Run 1, I/O pins on the die edge:
Scale bar: 50 µm. Pins as bars across the die edge, other pins in grey.
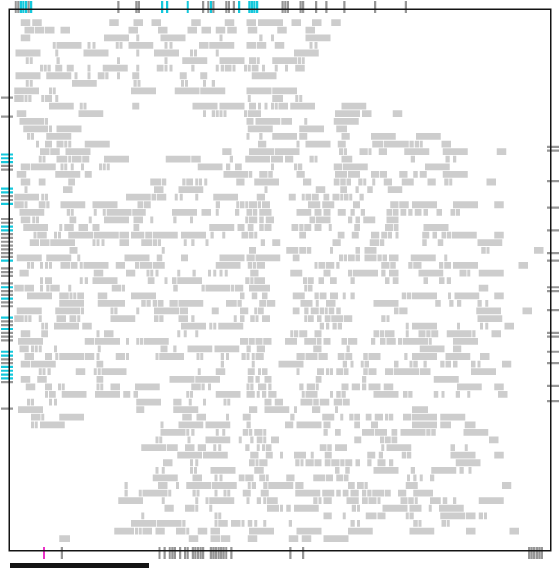
Run 1, cells by drive strength:
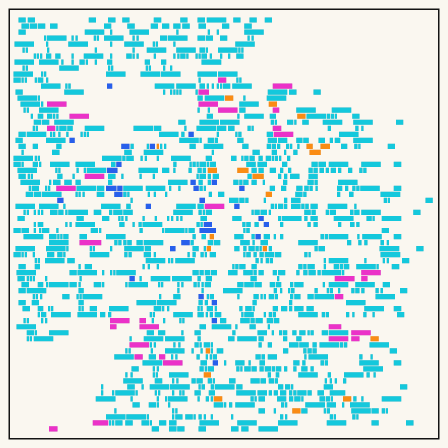
Run 1, cell area per tile:
19 x 19 tiles, from white (low) to dark blue (high), 0 to 100% covered.
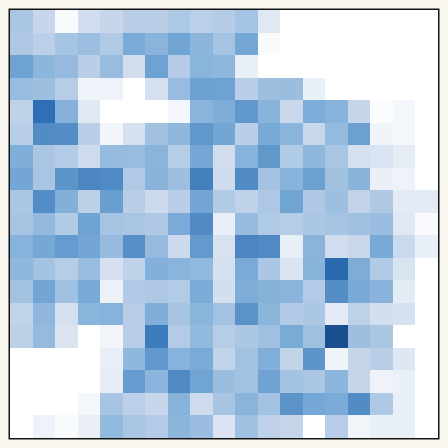
### src/rtl/mult_booth_if.sv
// Operand/result bundle between the control unit and the Booth multiplier.
interface mult_booth_if #(
  parameter int unsigned WIDTH = 32
);
  logic             start;
  logic [WIDTH-1:0] a;
  logic [WIDTH-1:0] b;
  logic             busy;
  logic             done;
  logic [WIDTH-1:0] hi;
  logic [WIDTH-1:0] lo;

  modport master (output start, a, b, input  busy, done, hi, lo);
  modport slave  (input  start, a, b, output busy, done, hi, lo);
endinterface

### src/rtl/mult_booth.sv
// Sequential signed radix-2 Booth multiplier, one step per clock, 2*WIDTH-bit product on hi/lo.
// Optional MULT_ZERO_SKIP_EN: a zero operand completes in a single cycle.
module mult_booth #(
  parameter int unsigned WIDTH = 32
) (
  input logic         clk,
  input logic         reset,
  mult_booth_if.slave bus
);
  localparam int unsigned CW = $clog2(WIDTH + 1);
  localparam int unsigned AW = WIDTH + 1;

  typedef enum logic [1:0] {IDLE, RUN, DONE} state_t;

  state_t           state, state_d;
  logic [AW-1:0]    acc, acc_d, m, m_d, sum;
  logic [WIDTH-1:0] q, q_d, hi, hi_d, lo, lo_d;
  logic             q_1, q_1_d, busy, busy_d, done, done_d;
  logic [CW-1:0]    count, count_d;
  logic             zero_op;

`ifdef MULT_ZERO_SKIP_EN
  assign zero_op = (bus.a == '0) || (bus.b == '0);
`else
  assign zero_op = 1'b0;
`endif

  // Booth add/subtract selected by the current multiplier bit pair
  always_comb begin
    sum = acc;
    case ({q[0], q_1})
      2'b01:   sum = acc + m;
      2'b10:   sum = acc - m;
      default: sum = acc;
    endcase
  end

  always_ff @(posedge clk or negedge reset) begin
    if (!reset) begin
      state <= IDLE;
      acc   <= '0;
      m     <= '0;
      q     <= '0;
      q_1   <= 1'b0;
      count <= '0;
      hi    <= '0;
      lo    <= '0;
      busy  <= 1'b0;
      done  <= 1'b0;
    end else begin
      state <= state_d;
      acc   <= acc_d;
      m     <= m_d;
      q     <= q_d;
      q_1   <= q_1_d;
      count <= count_d;
      hi    <= hi_d;
      lo    <= lo_d;
      busy  <= busy_d;
      done  <= done_d;
    end
  end

  always_comb begin
    state_d = state;
    acc_d   = acc;
    m_d     = m;
    q_d     = q;
    q_1_d   = q_1;
    count_d = count;
    hi_d    = hi;
    lo_d    = lo;
    busy_d  = 1'b0;
    done_d  = 1'b0;
    case (state)
      IDLE, DONE: begin
        if (bus.start) begin
          if (zero_op) begin
            hi_d    = '0;
            lo_d    = '0;
            done_d  = 1'b1;
            state_d = DONE;
          end else begin
            // Sign-extend M into WIDTH+1 bits so -2^(WIDTH-1) negates exactly
            m_d     = {bus.a[WIDTH-1], bus.a};
            q_d     = bus.b;
            q_1_d   = 1'b0;
            acc_d   = '0;
            count_d = CW'(WIDTH);
            busy_d  = 1'b1;
            state_d = RUN;
          end
        end else begin
          state_d = IDLE;
        end
      end
      RUN: begin
        // Arithmetic right shift of {ACC,Q,Q_1}
        acc_d   = {sum[AW-1], sum[AW-1:1]};
        q_d     = {sum[0], q[WIDTH-1:1]};
        q_1_d   = q[0];
        count_d = count - CW'(1);
        if (count == CW'(1)) begin
          hi_d    = acc_d[WIDTH-1:0];
          lo_d    = q_d;
          done_d  = 1'b1;
          state_d = DONE;
        end else begin
          busy_d  = 1'b1;
        end
      end
      default: state_d = IDLE;
    endcase
  end

  assign bus.busy = busy;
  assign bus.done = done;
  assign bus.hi   = hi;
  assign bus.lo   = lo;
endmodule
### src/flat_wrapper.sv
// flat-port wrapper written by rule: the top's interface ports become plain ports
module mult_booth_flat 
#(
  parameter int unsigned WIDTH = 32
)
  (clk, reset, bus_start, bus_a, bus_b, bus_busy, bus_done, bus_hi, bus_lo);
  mult_booth_if #(.WIDTH(WIDTH)) bus_i ();
  input logic clk;
  input logic reset;
  input wire logic [$bits(bus_i.start)-1:0] bus_start;
  input wire logic [$bits(bus_i.a)-1:0] bus_a;
  input wire logic [$bits(bus_i.b)-1:0] bus_b;
  output wire logic [$bits(bus_i.busy)-1:0] bus_busy;
  output wire logic [$bits(bus_i.done)-1:0] bus_done;
  output wire logic [$bits(bus_i.hi)-1:0] bus_hi;
  output wire logic [$bits(bus_i.lo)-1:0] bus_lo;
  assign bus_i.start = bus_start;
  assign bus_i.a = bus_a;
  assign bus_i.b = bus_b;
  assign bus_busy = bus_i.busy;
  assign bus_done = bus_i.done;
  assign bus_hi = bus_i.hi;
  assign bus_lo = bus_i.lo;
  mult_booth #(.WIDTH(WIDTH)) u_core (.clk(clk), .reset(reset), .bus(bus_i));
endmodule
### config.mk
export PLATFORM = sky130hd
export DESIGN_NAME = mult_booth_flat
export DESIGN_NICKNAME = d
export VERILOG_FILES = /design/src/rtl/mult_booth_if.sv /design/src/rtl/mult_booth.sv /design/src/flat_wrapper.sv
export SDC_FILE = /design/constraint.sdc
export NUM_CORES = 1
export LEC_CHECK = 0
export CORE_UTILIZATION = 25
export DETAILED_ROUTE_END_ITERATION = 16
export PLACE_DENSITY_LB_ADDON = 0.15
export SLEW_MARGIN = 20
export SYNTH_ARGS = -nofsm -noshare
export SYNTH_HDL_FRONTEND = slang
export SYNTH_SLANG_ARGS = --single-unit
### constraint.sdc
create_clock -name clk -period 4.5 [get_ports clk]
set_input_delay 0.675 -clock clk [delete_from_list [all_inputs] [get_ports clk]]
set_output_delay 0.675 -clock clk [all_outputs]
set_load 0.005 [all_outputs]
==> results.yml, run 1 <==
# flow metrics
outcome:
  outcome: "finished clean"
final_timing:
  rsz0062_at_grt: "yes"
  timing.final.ws_setup_ns: 0.342
  fmax_mhz: 240
  finalSetupViolCount: 0
  finalCriticalPeriod_ns: 4.16
  hold_violations: 0
  worst_pin_slew_ns: 0.908
  fin_setup_tns_ns: 0
  maxSlewHeadroom: 0.395
  finalClockSkew_ns: 0.0157
  slew_violations: 0
  fin_crit_sh: 0.924
synthesis:
  netlist_instances: 1056
  yosys_warnings: 0
  synth.avg_cell_area_um2: 8.69
  async_reset_ff_frac: 1.00
  yosys_area_um2: 9180
  ys_cells: 1056
  synthesis.area_um2: 9180
  seq_area_frac_synth: 0.466
  edf_count: 0
  fp_nets: 1160
  synth.distinct_cells: 57
  ff_type: "dfrtp_1"
  ys_ff: 171
clock_tree:
  cts_buffers: 17
  clock_path_buffers: 2
  clk_latency_ns: 0.46
  path_clk_slew_ns: 0.08
  cts-htree-levels: 4
  cts.sinks: 171
  tritoncts: "done"
  cts-root-buf: "clkbuf_16"
grt:
  antenna_found_initial: 3
  grt_start_max_net_pins: 101
  grt_pass1_vias: 7810
  gr-total-overflow: 0
  track_usage: 0.156
  grt_pass1_wl_mm: 45.4
setup_path:
  critPathMaxFanout: 7
  worst-path-buf-inv: 2
  critPathKind: "register to register"
  path_cells: "or3_1 > nor3_2 > nand2_1 > nor2_2 > buf_4 > nor2_1 > xnor2_1 > ha_1 > a21o_1 > a31o_1 > and2_0 > a211oi_1 > a31oi_1 > buf_4 > a31o_2 > a211oi_1 > o41ai_1 > mux2_2"
  cp_top_family: "AND-OR/OR-AND gates"
  slowest_delay_ns: 0.43
  critPathLaunchType: "register"
  crit_arrival_ns: 4.50
  crit_slowest_cell: "or3_1"
  crit_path_end_kind: "register"
  cp_data_required_time_ns: 4.84
layout:
  fin_nets: 1280
  multiInputGateArea_um2: 4690
  flop_area_um2: 4280
  design_area_um2: 11700
  lay_top_count: "nand2_1"
  area_delta_synth_final_pct: 27.8
  lay_top_cells: "325 x nand2_1, 171 x dfrtp_1, 131 x clkdlybuf4s50_1"
  drive_gt1_frac: 0.0698
  nFillCells: 3717
die:
  fp_util: 0.256
  ios: 133
  rows: 69
  core_um2: 35800
  dieArea_um2: 37500
placed_design:
  dpl_cell_area_um2: 11100
  io_buffer_count: 132
  dp_slack_ns: 0.145
  dp_hpwl_mm: 19.4
  gp_congestion: 0.864
pwr:
  pwr-share-seq: 0.256
  clkPwrFrac: 0.133
  p_switching_mw: 5.30
  total_power_mw: 11.4
  p_comb_frac: 0.611
  p_int_mw: 6.06
  p_leak_nw: 5.34
  ir_drop_v: 0.000383
  p_per_area_nw_per_um2: 969
  p_sw_frac: 0.466
run:
  openroad.warnings: 29
  cap_violations: 0
route:
  viasPerCell: 4.64
  wl_per_cell_um: 16.9
  routed_wl_mm: 28.0
  ant_nets: 0
  drcViolationCount: 0
  drt_first_pass_iters: 5
  via_count: 7663
  drt_iter0_drc: 400
hold_path:
  min_path_type: "input port to async pin"
Notes on 'I/O pins on the die edge' above:
| colour | port | pins | direction | edge |
|---|---|---|---|---|
| magenta | clk | 1 | input | bottom |
| cyan | bus_b | 32 | input | 19 left, 13 top |
Die Y: 194 µm
width of the die: 194 µm

Notes on 'cells by drive strength' above:
| colour | size | cells | share |
|---|---|---|---|
| blue | x3 and x4 | 30 | 2.5% |
| cyan | x1 and smaller | 1106 | 93% |
| magenta | x6 and larger | 33 | 2.8% |
| orange | x2 | 20 | 1.7% |

Notes on 'cell area per tile' above:
fullest tile: 88%
emptiest ninth of the die: upper right
mean over tiles: 30%
nearly empty tiles: 16%
tiles over 75% full: 0.60%

[run 1: per-stage QoR]
step	hold WS, ns	std cells	util
floorplan	0.379	1056	-
global route	0.0872	1650	0.327
finish	0.0895	1651	0.327
global placement	0.459	1617	0.309
detailed placement	0.461	1617	0.309
CTS	0.383	1649	0.326
[run 1: state kept, by name, indices dropped and copies added (netlist names)]
name             count
u_core.acc          32
u_core.bus.busy      1
u_core.bus.done      1
u_core.bus.hi       32
u_core.bus.lo       32
u_core.count         6
u_core.m            32
u_core.q            32
u_core.q_1           1
u_core.state         2
[run 1: final timing paths]
| kind | from | endpoint | slack, ns | cells after the start |
|---|---|---|---|---|
| max reg2reg | u_core.m[3] | u_core.bus.hi[27] | 0.34 | 18 |
| min | reset | u_core.m[20] | 0.09 | 1 |
| max | u_core.m[3] | u_core.bus.hi[27] | 0.34 | 18 |
| max in group asynchronous | reset | u_core.acc[30] | 3.68 | 2 |
| min in group clk | u_core.bus.hi[4] | u_core.bus.hi[4] | 0.47 | 2 |
| min reg2reg | u_core.bus.hi[4] | u_core.bus.hi[4] | 0.47 | 2 |
[run 1: synthesized netlist by cell type (all sizes together) (11+ instances only)]
cell    number  area, µm²
a22oi       32        240
a21o        17        128
clkbuf      51        191
dfrtp      171       4280
nand3       18       90.1
ha          36        450
a21oi       51        255
xor2        17        149
o21ai       70        350
inv         15       56.3
nand2      326       1220
xnor2       38        333
nor3        23        115
nor2        45        169
a22o        13        114
and3        11       68.8
a31oi       11       75.1
[run 1: logic make-up after synthesis]
| family | share of synthesized area |
|---|---|
| simple gates | 0.215 |
| fa+ha+maj | 0.0513 |
| buf+inv | 0.0286 |
| mux | 0.0162 |
| compound gates | 0.170 |
| flops | 0.466 |
| xor+xnor | 0.0525 |
[run 1: power by group through the flow]
stage                     Combinational (mW)  Sequential [mW]  Clock (mW)
after floorplan                         4.75             2.78           0
after global routing                    7.82             3.03        1.62
after detailed placement                6.90             2.93           0
after global placement                  6.88             2.94           0
final                                   6.93             2.91        1.51
after CTS                               6.93             2.92        1.58
[run 1: layout make-up]
cell class              count  area share
clock buffers              18      0.0375
well taps                 461      0.0492
flip-flops and latches    171       0.365
multi-input cells         815       0.400
inverters                  16     0.00512
diodes                      1    0.000213
repair buffers            155       0.130
clock inverters            14      0.0123
[run 1: routing by layer]
layer | global-route usage | vias up | share of wire
met1 | 0.218 | 3625 | 0.50
met5 | 0 | - | 0.0011
met3 | 0.0432 | 23 | 0.052
met4 | 0.0439 | 4 | 0.014
li1 | - | 3880 | -
met2 | 0.233 | 131 | 0.43
[run 1: timing repair]
action                                  CTS  global route
endpoints found under the setup margin    0            19
hold buffers                              0             0
hold endpoints to repair                  0             0
buffers inserted                          0             0
resized                                   0             9
--- run 2 (diff from run 1) ---
- ABC_CLOCK_PERIOD_IN_PS: default -> 4500
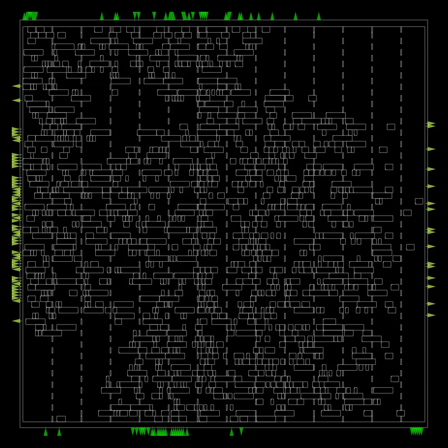
Run 2: cell outlines without signal wires
Seq area share: 0.365
Site Rows: 69
Cell Count, Final, Fillers Out: 1651
Core ar.: 35800 µm²
number of tapcells: 461

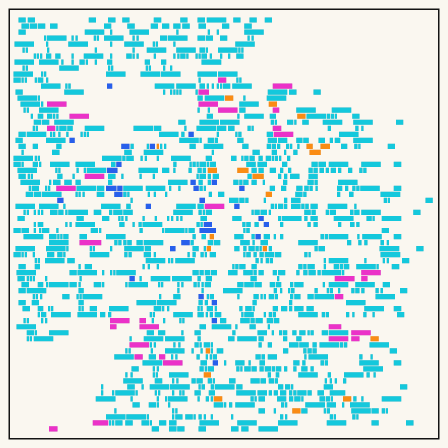
Run 2: cells by drive strength
| colour | size | cells | share |
|---|---|---|---|
| blue | x3 and x4 | 30 | 2.5% |
| magenta | x6 and larger | 33 | 2.8% |
| orange | x2 | 20 | 1.7% |
| cyan | x1 and smaller | 1106 | 93% |
buffers outside the clock class: 155
final worst setup slack: 0.342 ns
fin area: 11700 µm²

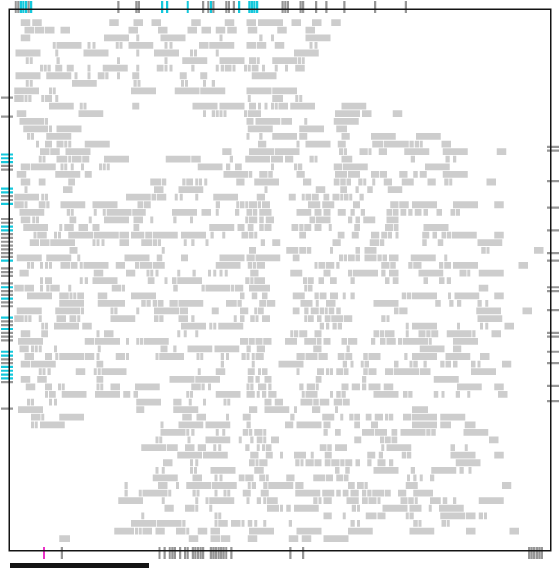
Run 2: I/O pins on the die edge
Scale bar: 50 µm. Pins as bars across the die edge, other pins in grey.
| colour | port | pins | direction | edge |
|---|---|---|---|---|
| cyan | bus_b | 32 | input | 19 left, 13 top |
| magenta | clk | 1 | input | bottom |
all pins by edge: 51 left, 35 top, 31 bottom, 16 right

==> run 2 against run 1 <==
Clock skew unchanged. Worst setup slack did not move. Worst hold slack did not move. Synthesized cell count unchanged. Synthesized area unchanged. Global-route usage unchanged. Cell count unchanged. Core utilization unchanged. Clock power about the same. Largest cell class unchanged. Sequential share of layout area unchanged. Critical endpoint unchanged.
==> results.yml, run 2 <==
# flow metrics
grt:
  grt_pass1_vias: 7810
  grt_pass1_wl_mm: 45.4
  antenna_found_initial: 3
  gr-total-overflow: 0
  grt_start_max_net_pins: 101
  track_usage: 0.156
outcome:
  outcome: "finished clean"
synthesis:
  common_cells: "326 x nand2_1, 171 x dfrtp_1, 68 x o21ai_0"
  ys_ff: 171
  synthesis.area_um2: 9180
  ys_cells: 1056
  ff_type: "dfrtp_1"
  yosysMostFrequentCell: "nand2_1"
  seq_area_frac_synth: 0.466
  async_reset_ff_frac: 1.00
  synth.distinct_cells: 57
  yosys_warnings: 0
  edf_count: 0
  netlist_instances: 1056
  topCellsByArea: "dfrtp_1 47%, nand2_1 13%, ha_1 4.9%"
  largest_area_cell: "dfrtp_1"
  netlist.area_leader.share: 0.466
  yosys_area_um2: 9180
  fp_nets: 1160
  synth.avg_cell_area_um2: 8.69
placed_design:
  dpl_cell_area_um2: 11100
  dp_hpwl_mm: 19.4
  dp_slack_ns: 0.145
  io_buffer_count: 132
  gp_congestion: 0.864
setup_path:
  critPathMaxFanout: 7
  critPathKind: "register to register"
  r2r_slack_ns: 0.34
  crit_arrival_ns: 4.50
  reg2reg_depth: 18
  critPathLaunchType: "register"
  path_cells: "or3_1 > nor3_2 > nand2_1 > nor2_2 > buf_4 > nor2_1 > xnor2_1 > ha_1 > a21o_1 > a31o_1 > and2_0 > a211oi_1 > a31oi_1 > buf_4 > a31o_2 > a211oi_1 > o41ai_1 > mux2_2"
  crit_path_end_kind: "register"
  rr_startpoint: "u_core.m[3]"
  slowest_delay_ns: 0.43
  reg2reg_to: "u_core.bus.hi[27]"
  cp_data_required_time_ns: 4.84
  crit_slowest_cell: "or3_1"
final_timing:
  slew_violations: 0
  hold_violations: 0
  worst_pin_slew_ns: 0.908
  rsz0062_at_grt: "yes"
  finalClockSkew_ns: 0.0157
  fmax_mhz: 240
  maxSlewHeadroom: 0.395
  finalSetupViolCount: 0
  fin_crit_sh: 0.924
  finalCriticalPeriod_ns: 4.16
run:
  openroad.warnings: 29
  cap_violations: 0
route:
  wl_per_cell_um: 16.9
  routed_wl_mm: 28.0
  drt_iter0_drc: 400
  via_count: 7663
  viasPerCell: 4.64
  ant_nets: 0
  drcViolationCount: 0
  drt_first_pass_iters: 5
die:
  die_h_um: 194
  ios: 133
  die_w_um: 194
  fp_util: 0.256
  dieArea_um2: 37500
pwr:
  p_leak_nw: 5.34
  ir_drop_v: 0.000383
  p_per_area_nw_per_um2: 969
clock_tree:
  cts_buffers: 17
  postCtsSetupRepairBufs: 0
  cts.sinks: 171
  path_clk_slew_ns: 0.08
  tritoncts: "done"
  clock_path_buffers: 2
  cts-htree-levels: 4
  cts-root-buf: "clkbuf_16"
  holdBufCountCts: 0
  clk_latency_ns: 0.46
layout:
  area_delta_synth_final_pct: 27.8
  lay_top_cells: "325 x nand2_1, 171 x dfrtp_1, 131 x clkdlybuf4s50_1"
  multiInputGateArea_um2: 4690
  lay_top_count: "nand2_1"
  nFillCells: 3717
  flop_area_um2: 4280
  drive_gt1_frac: 0.0698
  fin_nets: 1280
hold_path:
  min_path_type: "input port to async pin"
==> run 2: repair_timing <==
item | CTS | global route
setup endpoints to repair | 0 | 19
gates resized | 0 | 9
endpoints found under the hold margin | 0 | 0
==> run 2: worst max-delay path, delay by kind of cell (launching register included) <==
kind,cells,cell delay [ns]
AOI/OAI and AO/OA,7,1.51
and+or+nand+nor,6,1.02
DFF,1,0.41
adders and majority gates,1,0.37
buffers and inverters,2,0.31
muxes,1,0.28
xor gates and xnor gates,1,0.13
==> run 2: cell type report <==
| cell class | instances | share of cell area |
|---|---|---|
| multi-input combinational | 815 | 0.400 |
| clock buffer | 18 | 0.0375 |
| sequential | 171 | 0.365 |
| timing repair buffer | 155 | 0.130 |
| tap | 461 | 0.0492 |
| antenna | 1 | 0.000213 |
| clock inverter | 14 | 0.0123 |
| inverter | 16 | 0.00512 |
==> run 2: worst max-delay path by stage <==
| stage | start | endpoint | cells past startpoint |
|---|---|---|---|
| 3_3_place_gp | u_core.m[3] | u_core.acc[24] | 18 |
| 3_5_place_dp | u_core.m[3] | u_core.acc[24] | 18 |
| 2_1_floorplan | u_core.m[3] | u_core.acc[24] | 17 |
| 6_report | u_core.m[3] | u_core.bus.hi[27] | 18 |
| 5_1_grt | u_core.m[3] | u_core.bus.hi[31] | 18 |
| 4_1_cts | u_core.m[3] | u_core.acc[24] | 18 |
==> run 2: report_power, final <==
| part | switching (mW) | leakage, nW | internal (mW) |
|---|---|---|---|
| combinational | 3.93 | 2.91 | 3.01 |
| clock | 0.752 | 0.287 | 0.759 |
| sequential | 0.618 | 2.14 | 2.29 |
==> run 2: cell families after synthesis <==
group,synth area share
AND-OR/OR-AND,0.170
XOR/XNOR,0.0525
adder cells (fa/ha/maj),0.0513
buffers and inverters,0.0286
flip-flops,0.466
multiplexers,0.0162
AND/OR/NAND/NOR,0.215
==> run 2: per-stage QoR <==
step | total power [mW] | utilization | instances | hold slack, ns | TNS (ns)
6_report | 11.4 | 0.327 | 1651 | 0.0895 | 0
5_1_grt | 12.5 | 0.327 | 1650 | 0.0872 | -0.00427
2_1_floorplan | 7.54 | - | 1056 | 0.379 | 0
4_1_cts | 11.4 | 0.326 | 1649 | 0.383 | 0
3_5_place_dp | 9.83 | 0.309 | 1617 | 0.461 | 0
3_3_place_gp | 9.82 | 0.309 | 1617 | 0.459 | 0
==> run 2: routing by layer <==
metal | GRT usage | vias to the layer above | part of all wire
met5 | 0 | - | 0.0011
met4 | 0.0439 | 4 | 0.014
met3 | 0.0432 | 23 | 0.052
met2 | 0.233 | 131 | 0.43
met1 | 0.218 | 3625 | 0.50
li1 | - | 3880 | -
--- run 3 (diff from run 2) ---
--- a/config.mk
+++ b/config.mk
@@ -7,8 +7,9 @@
 export LEC_CHECK = 0
 export ABC_CLOCK_PERIOD_IN_PS = 4500
+export CORE_ASPECT_RATIO = 0.5
 export CORE_UTILIZATION = 25
 export DETAILED_ROUTE_END_ITERATION = 16
 export PLACE_DENSITY_LB_ADDON = 0.15
-export SLEW_MARGIN = 20
+export SLEW_MARGIN = 10
 export SYNTH_ARGS = -nofsm -noshare
 export SYNTH_HDL_FRONTEND = slang
==> constraint.sdc (replaced) <==
create_clock -name clk -period 4.5 [get_ports clk]
set_input_delay 0.9 -clock clk [delete_from_list [all_inputs] [get_ports clk]]
set_output_delay 0.9 -clock clk [all_outputs]
set_load 0.005 [all_outputs]
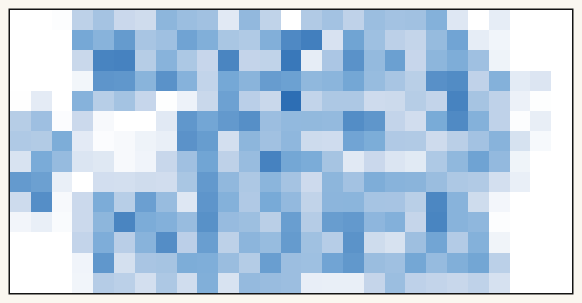
Run 3: cell area per tile
27 x 14 tiles, from white (low) to dark blue (high), 0 to 100% covered.
mean over tiles: 30%
fullest tile: 75%
nearly empty tiles: 18%
tiles over 75% full: 0.30%
Core ar.: 36000 µm²
fp util: 0.255
Util after Layout: 0.326

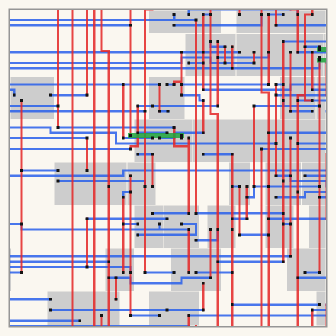
Run 3: a small window of the routed layout
Region (195, 93) to (215, 113) µm. Cells in grey, sequential cells in the stronger grey; small squares are vias.
| colour | layer |
|---|---|
| green | M3 |
| blue | M1 |
| red | M2 |
most frequent: a21oi_1 (4), xor2_1 (2), ha_1 (2)
sequential cells in the window: 0
cells with their middle in the window: 22

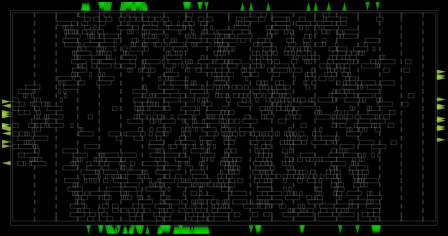
Run 3: cell outlines without signal wires
number of tapcells: 484
Cell Count, Final, Fillers Out: 1676
# fillers: 3796

==> run 3 against run 2 <==
Worst hold slack gained 0.39 ns. Clock-buffer cell count grew 1. Synthesized cell count is the same. Sequential power is essentially flat. Clock skew shrank 0.0070 ns. Sequential share of layout area shrank 0.12 points. Wire length grew 3.9%. Cell count grew 1.5%. Non-clock buffer count grew 2. Register-to-register slack lost 0.06 ns. Cell area grew 0.33%. Critical path type unchanged. Largest power group unchanged.
==> results.yml, run 3 <==
# flow metrics
synthesis:
  netlist.area_leader.share: 0.466
  synth.avg_cell_area_um2: 8.69
  synth.logic.top_family: "simple AND/OR/NAND/NOR gates"
  netlist_instances: 1056
  common_cells: "326 x nand2_1, 171 x dfrtp_1, 68 x o21ai_0"
  topCellsByArea: "dfrtp_1 47%, nand2_1 13%, ha_1 4.9%"
  yosys_warnings: 0
  synth-simple-area-share: 0.215
  ys_cells: 1056
  yosysMostFrequentCell: "nand2_1"
  yosys_area_um2: 9180
  async_reset_ff_frac: 1.00
  ys_ff: 171
  seq_area_frac_synth: 0.466
  ys_sh_adder: 0.0513
  edf_count: 0
  largest_area_cell: "dfrtp_1"
  synthXorXnorAreaFrac: 0.0525
  mux_share: 0.0162
  synthesis.area_um2: 9180
  synth.distinct_cells: 57
  fp_nets: 1160
  aoi_share: 0.170
  ff_type: "dfrtp_1"
hold_path:
  min_path_type: "register to register"
pwr:
  p_switching_mw: 5.47
  pwr-share-seq: 0.253
  total_power_mw: 11.6
  p_sw_frac: 0.472
  p_int_mw: 6.11
  p_comb_frac: 0.624
  ir_drop_v: 0.000376
  p_leak_nw: 5.34
  p_per_area_nw_per_um2: 985
  clkPwrFrac: 0.123
clock_tree:
  holdBufCountCts: 0
  cts.sinks: 171
  cts-htree-levels: 4
  path_clk_slew_ns: 0.08
  cts-root-buf: "clkbuf_16"
  clock_path_buffers: 2
  tritoncts: "done"
  cts_buffers: 17
  clk_latency_ns: 0.45
setup_path:
  crit_path_end_kind: "register"
  critPathKind: "register to register"
  cp_data_required_time_ns: 4.82
  critPathLaunchType: "register"
  critPathMaxFanout: 6
  crit_arrival_ns: 4.54
die:
  die_h_um: 137
  rows: 49
  die_w_um: 273
  dieArea_um2: 37500
  ios: 133
run:
  cap_violations: 0
  openroad.warnings: 27
placed_design:
  gp_congestion: 0.867
  io_buffer_count: 132
  dpl_cell_area_um2: 11100
  dp_hpwl_mm: 20.5
  placed_cells: 1642
grt:
  grt_pass1_wl_mm: 45.6
  grt_start_max_net_pins: 93
  antenna_found_initial: 2
  gr-total-overflow: 0
  grt_pass1_vias: 7889
  track_usage: 0.160
layout:
  lay_top_cells: "325 x nand2_1, 171 x dfrtp_1, 131 x clkdlybuf4s50_1"
  area_delta_synth_final_pct: 28.2
  fin_nets: 1282
  drive_gt1_frac: 0.0756
  design_area_um2: 11800
  lay_top_count: "nand2_1"
final_timing:
  hold_violations: 0
  rsz0062_at_grt: "no"
  finalCriticalPeriod_ns: 4.22
  fin_crit_sh: 0.938
  fin_setup_tns_ns: 0
  finalClockSkew_ns: 0.00876
  maxSlewHeadroom: 0.335
  slew_violations: 0
  finalSetupViolCount: 0
  worst_hold_slack_ns: 0.475
  fmax_mhz: 237
  worst_pin_slew_ns: 0.996
route:
  wl_per_cell_um: 17.3
  drcViolationCount: 0
  viasPerCell: 4.74
  ant_nets: 0
  via_count: 7949
  drt_first_pass_iters: 5
  routed_wl_mm: 29.1
  drt_iter0_drc: 489
outcome:
  outcome: "finished clean"
run 3: netlist changes by cell type in the layout (fill, tap and decap cells not counted), sizes merged:
cell / change
clkinvlp: +2
inv: -6
clkbuf: +1
buf: +2
clkinv: +3
run 3: layout make-up:
type	instances	area [µm²]
sequential	171	4280
tap	484	606
multi-input combinational	815	4740
inverter	16	60.1
fill	3796	24300
clock inverter	13	108
antenna	1	2.50
clock buffer	19	443
timing repair buffer	157	1520
run 3: per-stage QoR:
| stage | setup WS (ns) | util |
|---|---|---|
| after floorplan | 0.419 | - |
| after global placement | 0.153 | 0.308 |
| after detailed placement | -0.00423 | 0.308 |
| after CTS | 0.00164 | 0.324 |
| after global routing | 0.0303 | 0.326 |
| final | 0.277 | 0.326 |
run 3: power by group through the flow:
stage	sequential (mW)	clock, mW	combinational [mW]
floorplan	2.78	0	4.75
global placement	2.93	0	7.03
detailed placement	2.94	0	7.07
CTS	2.92	1.48	7.12
global route	3.03	1.55	8.05
finish	2.93	1.43	7.23
run 3: what timing repair did:
item / in CTS / in global routing
setup buffers: 0 / 1
gates resized: 1 / 15
endpoints found under the setup margin: 1 / 19
pin swaps: 0 / 3
run 3: final timing paths:
check	start	to	slack, ns	depth (start not counted)
max in group asynchronous	reset	u_core.q[5]	3.02	2
worst min-delay path	u_core.bus.hi[5]	u_core.bus.hi[5]	0.48	2
worst max-delay path	u_core.m[3]	u_core.acc[31]	0.28	18
worst min register to register	u_core.bus.hi[5]	u_core.bus.hi[5]	0.48	2
min in group asynchronous	reset	u_core.bus.hi[26]	0.55	1
worst max register to register	u_core.m[3]	u_core.acc[31]	0.28	18
run 3: per-layer routing:
| metal | global-route usage | vias up | share of wire |
|---|---|---|---|
| li1 | - | 3888 | - |
| met1 | 0.229 | 3937 | 0.52 |
| met4 | 0.0418 | 0 | 0.011 |
| met2 | 0.249 | 104 | 0.44 |
| met3 | 0.0268 | 20 | 0.029 |
| met5 | 0 | - | 0 |
run 3: kinds of logic after synthesis:
logic type               count (synthesis)
AND/OR/NAND/NOR                        467
AND-OR/OR-AND                          242
flip-flops                             171
buffers and inverters                   70
XOR/XNOR                                55
adder cells (fa/ha/maj)                 37
multiplexers                            14
run 3: critical path: stages (launching register included):
cell,delay (ns)
dfrtp_1,0.42
or3_1,0.43
nor3_2,0.15
nand2_1,0.11
nor2_2,0.16
nand2_1,0.11
or2_2,0.35
nor2_4,0.15
a21oi_1,0.11
xnor2_2,0.34
ha_4,0.27
and4_1,0.22
a21oi_1,0.15
nand2_1,0.11
or3_1,0.33
a311oi_2,0.31
a2111oi_0,0.12
o21ai_1,0.14
o31ai_1,0.09
Power figures rest on the tool's default switching activity, not on a simulated workload.
